File: config.mk
export PLATFORM = sky130hd
export DESIGN_NAME = spi_reg_bridge
export DESIGN_NICKNAME = d
export VERILOG_FILES = /design/src/rtl/spi_reg_bridge.sv
export SDC_FILE = /design/constraint.sdc
export NUM_CORES = 1
export LEC_CHECK = 0
export CORE_ASPECT_RATIO = 1.25
export CORE_MARGIN = 1.5
export CORE_UTILIZATION = 30
export DETAILED_ROUTE_END_ITERATION = 10
export PLACE_DENSITY_LB_ADDON = 0.2
export RECOVER_POWER = 25
export SETUP_SLACK_MARGIN = 0.15
export SYNTH_ARGS = -nofsm -noshare
export SYNTH_HDL_FRONTEND = slang
export SYNTH_SLANG_ARGS = --single-unit
File: constraint.sdc
create_clock -name clock -period 1.81 [get_ports clock]
set_input_delay 0.4525 -clock clock [delete_from_list [all_inputs] [get_ports clock]]
set_output_delay 0.4525 -clock clock [all_outputs]
set_load 0.05 [all_outputs]
File: src/rtl/spi_reg_bridge.sv
`default_nettype none
// ============================================================================
// Module      : spi_reg_bridge
// Description : SPI mode-0 slave that turns 16-bit frames into register-bus
//               read/write strobes. Optional macro SPI_CMD_PARITY_EN enables
//               odd-parity checking of the command byte.
// Revision    : 1.0 - initial release
// ============================================================================
module spi_reg_bridge (
    input  logic       clock,
    input  logic       reset,
    input  logic       spi_sclk,
    input  logic       spi_cs_n,
    input  logic       spi_mosi,
    output logic       spi_miso,
    output logic [5:0] address,
    output logic       write_en,
    output logic [7:0] wr_data,
    output logic       read_en,
    input  logic [7:0] rd_data,
    output logic       busy,
    output logic       frame_err
);

    typedef enum logic [2:0] {
        ST_IDLE    = 3'd0,
        ST_CMD     = 3'd1,
        ST_FETCH   = 3'd2,
        ST_DATA    = 3'd3,
        ST_COMMIT  = 3'd4,
        ST_WAIT_CS = 3'd5
    } state_t;

    // Two-flop synchronisers plus a third SCLK/CS stage for edge detection.
    logic sclk_meta_q, sclk_sync_q, sclk_prev_q;
    logic cs_meta_q, cs_sync_q, cs_prev_q;
    logic mosi_meta_q, mosi_sync_q;

    always_ff @(posedge clock) begin
        if (reset) begin
            sclk_meta_q <= 1'b0;
            sclk_sync_q <= 1'b0;
            sclk_prev_q <= 1'b0;
            cs_meta_q   <= 1'b0;
            cs_sync_q   <= 1'b0;
            cs_prev_q   <= 1'b0;
            mosi_meta_q <= 1'b0;
            mosi_sync_q <= 1'b0;
        end else begin
            sclk_meta_q <= spi_sclk;
            sclk_sync_q <= sclk_meta_q;
            sclk_prev_q <= sclk_sync_q;
            cs_meta_q   <= spi_cs_n;
            cs_sync_q   <= cs_meta_q;
            cs_prev_q   <= cs_sync_q;
            mosi_meta_q <= spi_mosi;
            mosi_sync_q <= mosi_meta_q;
        end
    end

    logic sclk_rise, sclk_fall, cs_fall, cs_rise;
    assign sclk_rise = sclk_sync_q & ~sclk_prev_q;
    assign sclk_fall = ~sclk_sync_q & sclk_prev_q;
    assign cs_fall   = ~cs_sync_q & cs_prev_q;
    assign cs_rise   = cs_sync_q & ~cs_prev_q;

    state_t      state_q, state_d;
    logic [3:0]  bit_cnt_q, bit_cnt_d;
    logic [7:0]  rx_q, rx_d;
    logic [7:0]  tx_q, tx_d;
    logic        rw_q, rw_d;
    logic [5:0]  address_q, address_d;
    logic [7:0]  wr_data_q, wr_data_d;
    logic        miso_q, miso_d;
    logic        write_en_q, write_en_d;
    logic        read_en_q, read_en_d;
    logic        frame_err_q, frame_err_d;
    logic        cmd_ok;

    always_ff @(posedge clock) begin
        if (reset) begin
            state_q     <= ST_IDLE;
            bit_cnt_q   <= 4'd0;
            rx_q        <= 8'd0;
            tx_q        <= 8'd0;
            rw_q        <= 1'b0;
            address_q   <= 6'd0;
            wr_data_q   <= 8'd0;
            miso_q      <= 1'b0;
            write_en_q  <= 1'b0;
            read_en_q   <= 1'b0;
            frame_err_q <= 1'b0;
        end else begin
            state_q     <= state_d;
            bit_cnt_q   <= bit_cnt_d;
            rx_q        <= rx_d;
            tx_q        <= tx_d;
            rw_q        <= rw_d;
            address_q   <= address_d;
            wr_data_q   <= wr_data_d;
            miso_q      <= miso_d;
            write_en_q  <= write_en_d;
            read_en_q   <= read_en_d;
            frame_err_q <= frame_err_d;
        end
    end

    always_comb begin
        state_d     = state_q;
        bit_cnt_d   = bit_cnt_q;
        rx_d        = rx_q;
        tx_d        = tx_q;
        rw_d        = rw_q;
        address_d   = address_q;
        wr_data_d   = wr_data_q;
        miso_d      = miso_q;
        write_en_d  = 1'b0;
        read_en_d   = 1'b0;
        frame_err_d = 1'b0;
`ifdef SPI_CMD_PARITY_EN
        // Command byte {rw, par, addr} must carry an odd number of ones.
        cmd_ok = ^{rx_q[6:0], mosi_sync_q};
`else
        cmd_ok = 1'b1;
`endif

        case (state_q)
            ST_IDLE: begin
                miso_d = 1'b0;
                if (cs_fall) begin
                    state_d   = ST_CMD;
                    bit_cnt_d = 4'd0;
                    rx_d      = 8'd0;
                    tx_d      = 8'd0;
                end
            end
            ST_CMD: begin
                miso_d = 1'b0;
                if (cs_rise) begin
                    state_d     = ST_IDLE;
                    frame_err_d = 1'b1;
                end else if (sclk_rise) begin
                    rx_d      = {rx_q[6:0], mosi_sync_q};
                    bit_cnt_d = bit_cnt_q + 4'd1;
                    if (bit_cnt_q == 4'd7) begin
                        rw_d      = rx_q[6];
                        address_d = {rx_q[4:0], mosi_sync_q};
                        if (!cmd_ok) begin
                            state_d     = ST_WAIT_CS;
                            frame_err_d = 1'b1;
                        end else if (rx_q[6]) begin
                            state_d   = ST_FETCH;
                            read_en_d = 1'b1;
                        end else begin
                            state_d = ST_DATA;
                        end
                    end
                end
            end
            ST_FETCH: begin
                // read_en_q marks the strobe cycle; rd_data is valid the cycle after.
                if (cs_rise) begin
                    state_d     = ST_IDLE;
                    frame_err_d = 1'b1;
                    miso_d      = 1'b0;
                end else if (!read_en_q) begin
                    tx_d    = rd_data;
                    state_d = ST_DATA;
                end
            end
            ST_DATA: begin
                if (cs_rise) begin
                    state_d     = ST_IDLE;
                    frame_err_d = 1'b1;
                    miso_d      = 1'b0;
                end else if (sclk_fall) begin
                    miso_d = tx_q[7];
                    tx_d   = {tx_q[6:0], 1'b0};
                end else if (sclk_rise) begin
                    rx_d      = {rx_q[6:0], mosi_sync_q};
                    bit_cnt_d = bit_cnt_q + 4'd1;
                    if (bit_cnt_q == 4'd15) begin
                        miso_d  = 1'b0;
                        state_d = rw_q ? ST_WAIT_CS : ST_COMMIT;
                    end
                end
            end
            ST_COMMIT: begin
                miso_d     = 1'b0;
                wr_data_d  = rx_q;
                write_en_d = 1'b1;
                state_d    = cs_rise ? ST_IDLE : ST_WAIT_CS;
            end
            ST_WAIT_CS: begin
                miso_d = 1'b0;
                if (cs_rise) begin
                    state_d = ST_IDLE;
                end
            end
            default: begin
                state_d = ST_IDLE;
                miso_d  = 1'b0;
            end
        endcase
    end

    assign spi_miso  = miso_q;
    assign address   = address_q;
    assign write_en  = write_en_q;
    assign wr_data   = wr_data_q;
    assign read_en   = read_en_q;
    assign frame_err = frame_err_q;
    assign busy      = (state_q != ST_IDLE);

endmodule
`default_nettype wire

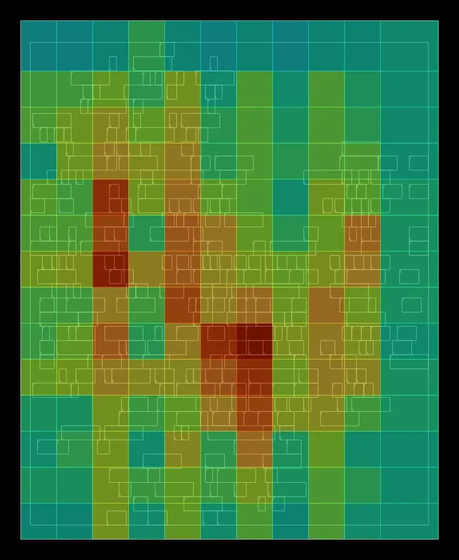
**Above:** run 1 (track usage over the die).
layer with the highest usage: met2
Util after Layout: 0.3953
GR Util met3: 0.02936
met1 Use GR: 0.1729

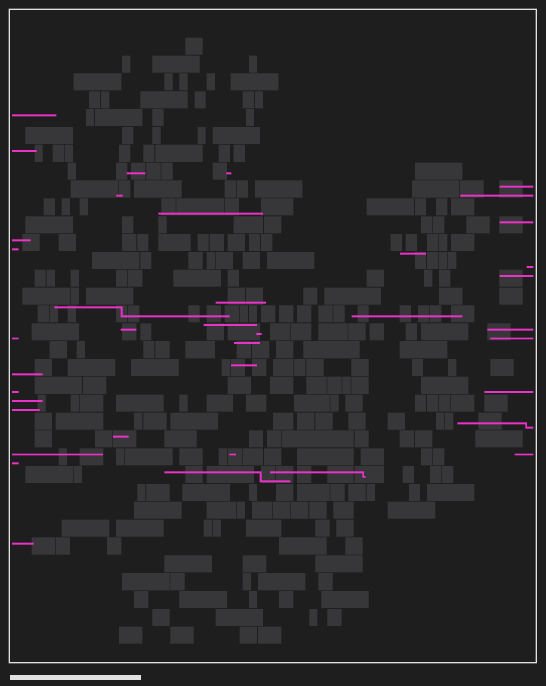
**Above:** run 1 (met3 routing).
Scale bar: 20 um. Cells faint in the background.
longest straight run = 16.6 um
nets with wire on the layer = 33
wire length on this layer = 235 um
share of all routed wire = 4.4%
main direction = horizontal
Routed WL: 5394 um
routed via count: 1965

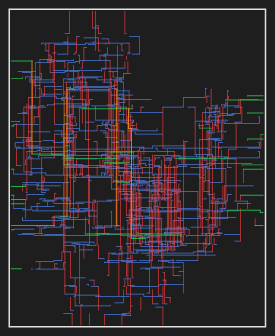
**Above:** run 1 (signal wires by layer).
blue -> metal 1  # wire length 2400 um
orange -> metal 4  # wire length 173 um
green -> metal 3  # wire length 235 um
red -> metal 2  # wire length 2590 um
gr usage total: 0.1393
WL per Instance: 13.97 um

==> reports/metrics.csv, run 1 <==
metric;value;unit
grt_overflow;0;
grt_pass1_wl;8756;um
async_flop_share;0;
mux_share;0.07187;
cts_made_buffers;5;
postCtsSetupBuffers;4;
drive_gt1_frac;0.1757;
status;completed;
cpPeakStageDelay;0.41;ns
nonClkBufAreaFrac;0.1502;
rr_worst_depth;7;
lay_top_cells;dfxtp_1, a21oi_1, buf_4, nor2_1, nand2_1;
finalSetupViolCount;0;
drv_cap;0;
maxSlewViolCount;0;
nMultiInputCombCells;182;
io_pins;32;
drt_iter0_drc;85;
ys.warnings.count;0;
final_common_cell;dfxtp_1;
synth_cell_type_count;47;
syn_nets;271;
cts_max_path_buffers;2;
sh_comb_area;0.4021;
crit_required;1.36;ns
hold-path-cell-count;1;
htree_levels;2;
area_delta_synth_final;25.27;%
die_x;80.09;um
inverters;4;
clk_share;0.03944;
fin_area;0.002791;mm2
maxSlewHeadroom;0.6035;
dominant_cells;multi-input combinational cells;
layout_setup_ws;0.1333;ns
dieArea;0.007957;mm2
clk_pin_slew_worst_paths;0.09;ns
cts.repair.resized;7;
-- run 1: report_power, final --
group          switching, W  internal (W)  leakage (nW)  total [W]
clock              0.000382      0.000413        0.0514   0.000794
combinational      0.000206      0.000168         0.577   0.000374
sequential       0.00000689       0.00111         0.407    0.00112
total              0.000595       0.00169          1.04    0.00229
-- run 1: synthesized netlist by cell type (2+ instances only) --
cell type,count
dfxtp_1,50
a21oi_1,29
nor2_1,22
nand2_1,18
mux2i_1,16
nand4_1,12
nor2b_1,11
clkbuf_1,10
o21ai_1,10
nand3_1,9
o21ai_0,8
nand2b_1,6
buf_2,4
and2_1,3
and2b_1,3
buf_6,3
ha_1,3
inv_1,3
a311oi_1,2
a31oi_1,2
and3_1,2
nor3_1,2
nor3b_1,2
o31ai_1,2
==> run 2, diff against run 1 <==
Clock period 1.81 ns to 2.2 ns, I/O delays scaled along.
==> reports/metrics.csv, run 2 <==
metric;value;unit;change
ys_cells;255;;
tool_warnings;27;;
hold-path-cell-count;1;;unchanged
clock_latency;0.30;ns;
wl_met2;2378;um;
nonClkBufAreaFrac;0.1402;;-0.009940
io_pins;32;;unchanged
layout_setup_ws;0.1960;ns;+0.06271 ns
cp.depth;1;;
rsz0062_at_grt;no;;
critPathCaptureType;output port;;
root_buffer;clkbuf_8;;
syn_nets;271;;unchanged
wl_met3;192;um;
area_delta_synth_final;24.54;%;
gp_congestion;0.7967;;
inverters;4;;unchanged
synth_cell_type_count;47;;unchanged
p_leak;1.077;nW;
grt_overflow;0;;unchanged
die_x;80.09;um;unchanged
dominant_cells;multi-input combinational cells;;
cpPeakStageDelay;0.81;ns;+0.40 ns
postCtsSetupBuffers;0;;-4
clk_pin_slew_worst_paths;0.09;ns;about the same
async_flop_share;0;;unchanged
lay_top_cells;dfxtp_1, a21oi_1, clkdlybuf4s50_1, nor2_1, nand2_1;;
fin_area;0.002775;mm2;-0.58%
drv_cap;0;;unchanged
common_cells;dfxtp_1, a21oi_1, nor2_1, nand2_1, mux2i_1;;
slowest_stage;clkdlybuf4s50_1;;
nMultiInputCombCells;182;;unchanged
finalSetupViolCount;0;;unchanged
dr.pass1.iters;4;;
yosys_most_used_dff;dfxtp_1;;
finalCritPeriodShare;0.9109;;
busiest_layer;met2;;
clock_skew;0.008085;ns;
fillers;755;;
drive_gt1_frac;0.08834;;-0.08734
seq-cell-share;0.3607;;
layout_min_cycle_time;2.004;ns;
clk_share;0.05140;;+0.01195
ys_seq_share;0.4492;;
ys.warnings.count;0;;unchanged
startpoint_type;register;;
cts_made_buffers;5;;unchanged
grt_pass1_wl;8521;um;-2.7%
power.total;0.001988;W;
cts_max_path_buffers;2;;unchanged
endpoint;address[4];;
holdPathEnd;sclk_sync_q$_SDFF_PP0_;;
logic_area;0.001115;mm2;
dieArea;0.007957;mm2;unchanged
crit_required;1.65;ns;+0.29 ns
maxSlewViolCount;0;;unchanged
synthMostInstantiatedCell;dfxtp_1;;
status;completed;;
final_common_cell;dfxtp_1;;
timing.fmax;0.4990;GHz;
hpwl;3395;um;
yosys-top-cells-area;dfxtp_1, mux2i_1, a21oi_1;;
maxSlewHeadroom;0.3326;;-0.2709
drt_iter0_drc;75;;-12%
crit_arrival;1.45;ns;
sh_comb_area;0.4017;;about the same
hold_viol;0;;
ys_area;0.002228;mm2;
dp_slack;0.4847;ns;
power.density_cell_area;716.2;mW/mm2;
grt_max_degree;52;;
htree_levels;2;;unchanged
rr_worst_depth;5;;-2
[run 2: cell counts after synthesis]
No cell type changed its count.
[run 2: what timing repair did]
| item | in CTS | in global routing |
|---|---|---|
| endpoints found under the setup margin | 2 | 5 |
| cloned | 0 | 0 |
| resized | 2 | 5 |
[run 2: power by group]
group	leakage [nW]	internal, W	switching [W]	total, W
Sequential	0.404	0.000916	0.00000703	0.000923
Clock	0.0714	0.000485	0.000304	0.000789
Combinational	0.601	0.000116	0.000160	0.000276
Total	1.08	0.00152	0.000471	0.00199
[run 2: kinds of logic after synthesis]
family	synth area share
xor gates and xnor gates	0.003931
buffers and inverters	0.05278
DFF	0.4492
and+or+nand+nor	0.2302
AOI/OAI and AO/OA	0.1752
adders and majority gates	0.01685
muxes	0.07187
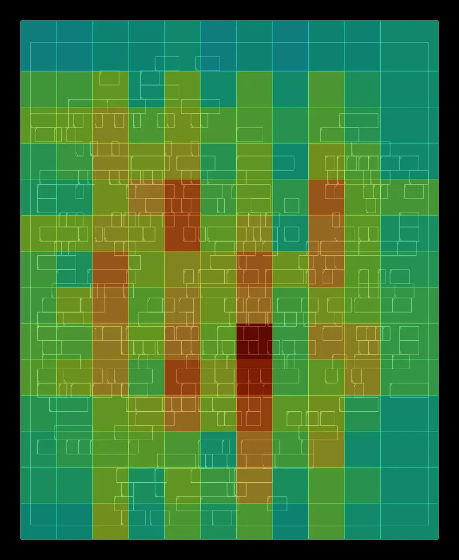
**Above:** run 2 (track usage over the die).
GR Util met3: 0.02844
gr usage total: 0.1358
met1 Use GR: 0.1765
Util after Layout: 0.3930
met2 usage: 0.2153

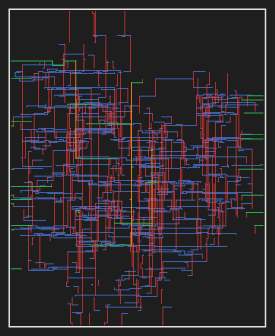
**Above:** run 2 (signal wires by layer).
red -> metal 2  # wire length 2380 um
blue -> metal 1  # wire length 2420 um
orange -> metal 4  # wire length 105 um
green -> metal 3  # wire length 192 um
Routed WL: 5095 um
routed via count: 1834
WL per Instance: 13.66 um

==> run 3, diff against run 2 <==
Settings changed: CORE_ASPECT_RATIO 1.25 to not set.
==> reports/metrics.csv, run 3 <==
metric;value;unit;change
gp_congestion;0.7946;;-0.26%
status;completed;;
grt_overflow;0;;unchanged
area_delta_synth_final;23.19;%;
slowest_stage;or3_1;;
inverters;4;;unchanged
p_leak;1.119;nW;+3.9%
cp.depth;2;;+1
clock_latency;0.31;ns;about the same
simple_gate_share;0.2302;;unchanged
synth_cell_type_count;47;;unchanged
ys.warnings.count;0;;unchanged
crit_required;1.65;ns;about the same
nonClkBufAreaFrac;0.1390;;-0.001201
syn_nets;271;;unchanged
logic_area;0.001110;mm2;-0.45%
rsz0062_at_grt;yes;;
ys_area;0.002228;mm2;unchanged
mux_share;0.07187;;unchanged
clock_skew;0.009608;ns;+0.001523 ns
tool_warnings;28;;+3.7%
postCtsSetupBuffers;0;;unchanged
met2_usage;0.2167;;+0.001423
yosys_most_used_dff;dfxtp_1;;
htree_levels;2;;unchanged
crit_arrival;1.49;ns;+0.04 ns
common_cells;dfxtp_1, a21oi_1, nor2_1, nand2_1, mux2i_1;;
io_pins;32;;unchanged
ys_sh_adder;0.01684;;unchanged
cpPeakStageDelay;0.52;ns;-0.29 ns
finalSetupViolCount;0;;unchanged
synthAoiAreaFrac;0.1752;;unchanged
finalCritPeriodShare;0.9275;;+0.01662
busiest_layer;met2;;
hold_viol;0;;unchanged
dieArea;0.007954;mm2;about the same
holdPathEnd;cs_sync_q$_SDFF_PP0_;;
root_buffer;clkbuf_8;;
clk_share;0.04102;;-0.01038
timing.fmax;0.4901;GHz;-1.8%
seq-cell-share;0.3651;;+0.004401
maxSlewHeadroom;0.4151;;+0.08255
ys_seq_share;0.4492;;unchanged
layout_min_cycle_time;2.041;ns;+0.03656 ns
drv_cap;0;;unchanged
power.density_cell_area;677.1;mW/mm2;-5.5%
wl_met3;191;um;-0.52%
dr.pass1.iters;4;;unchanged
final_common_cell;dfxtp_1;;
drt_iter0_drc;88;;+17%
async_flop_share;0;;unchanged
grt_max_degree;34;;-35%
maxSlewViolCount;0;;unchanged
synthMostInstantiatedCell;dfxtp_1;;
hold-path-cell-count;1;;unchanged
wl_met2;2249;um;-5.4%
drive_gt1_frac;0.08511;;-0.003233
core_area;0.007214;mm2;
synth-xor-area-share;0.003930;;unchanged
ys_cells;255;;unchanged
cts_max_path_buffers;2;;unchanged
startpoint_type;register;;
hpwl;3344;um;-1.5%
cts_made_buffers;5;;unchanged
sh_comb_area;0.4043;;+0.002569
clk_pin_slew_worst_paths;0.09;ns;about the same
nMultiInputCombCells;182;;unchanged
==> run 3: cell counts after synthesis <==
Identical to the previous run, type by type.
==> run 3: metrics by stage <==
stage               setup slack, ns    util  total power, W  area (um2)  instances
global placement             0.4526  0.3646        0.001218        2630        373
floorplan                    0.5778       -        0.001135        2228        255
finish                       0.1595  0.3805        0.001859        2745        381
global route                 0.1111  0.3805        0.001943        2745        381
detailed placement           0.4807  0.3646        0.001215        2630        373
CTS                          0.1540  0.3798        0.001895        2740        381
==> run 3: report_power, final <==
part           leakage, nW  switching, W  internal (W)
combinational        0.655      0.000139      0.000110
clock               0.0585      0.000326      0.000341
sequential           0.405     0.0000252      0.000917
==> run 3: timing repair <==
action / CTS / global route
endpoints found under the setup margin: 2 / 9
gates resized: 2 / 9
cloned: 0 / 0
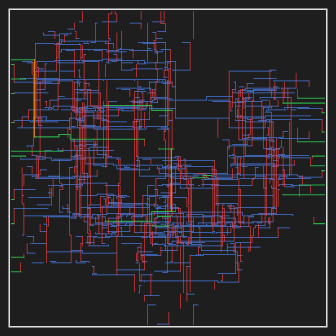
**Above:** run 3 (signal wires by layer).
green -> metal 3  # wire length 191 um
red -> metal 2  # wire length 2250 um
blue -> metal 1  # wire length 2510 um
orange -> metal 4  # wire length 39.4 um
WL per Instance: 13.08 um
gr usage total: 0.1341

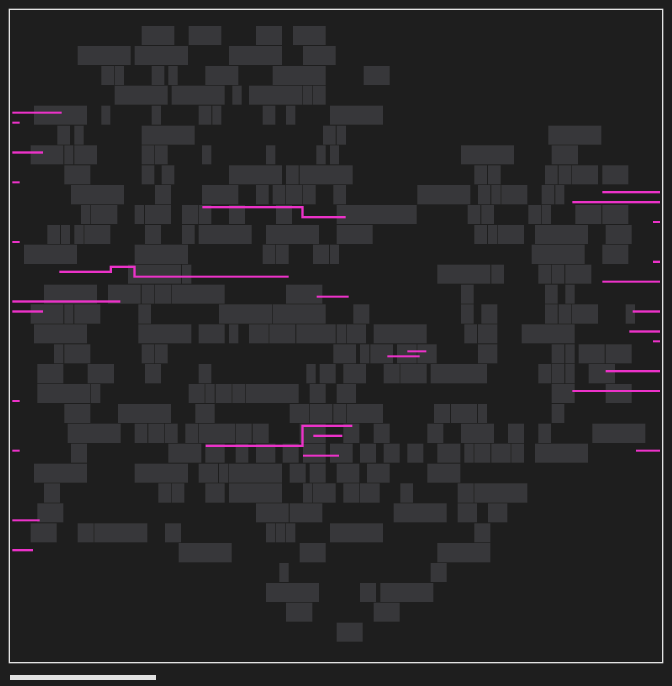
**Above:** run 3 (met3 routing).
Scale bar: 20 um. Cells faint in the background.
main direction = horizontal
wire length on this layer = 191 um
share of all routed wire = 3.8%
longest straight run = 20.9 um
nets with wire on the layer = 27
GR Util met3: 0.03232
Routed WL: 4985 um
routed via count: 1889


==> layout pictures side by side <==
Clock wires, drivers and flops.
Scale bar: 20 um.
panel A
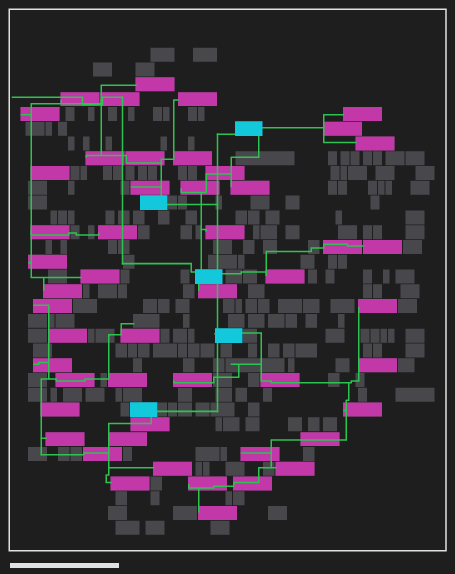
panel B
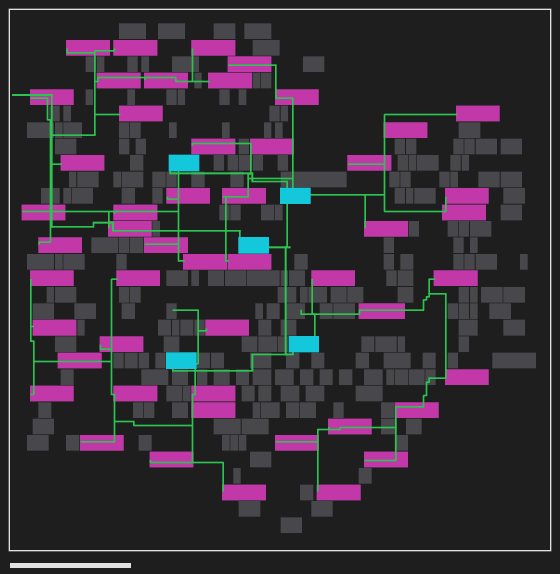
| picture | from |
|---|---|
| panel B | run 3 |
| panel A | run 2 |

Key to panel B:
magenta -> flip-flops  # count 50
green -> clock wires  # length 680 um
cyan -> clock drivers  # count 5
flops lie = widely spread

Power and IR drop assume default switching activity.
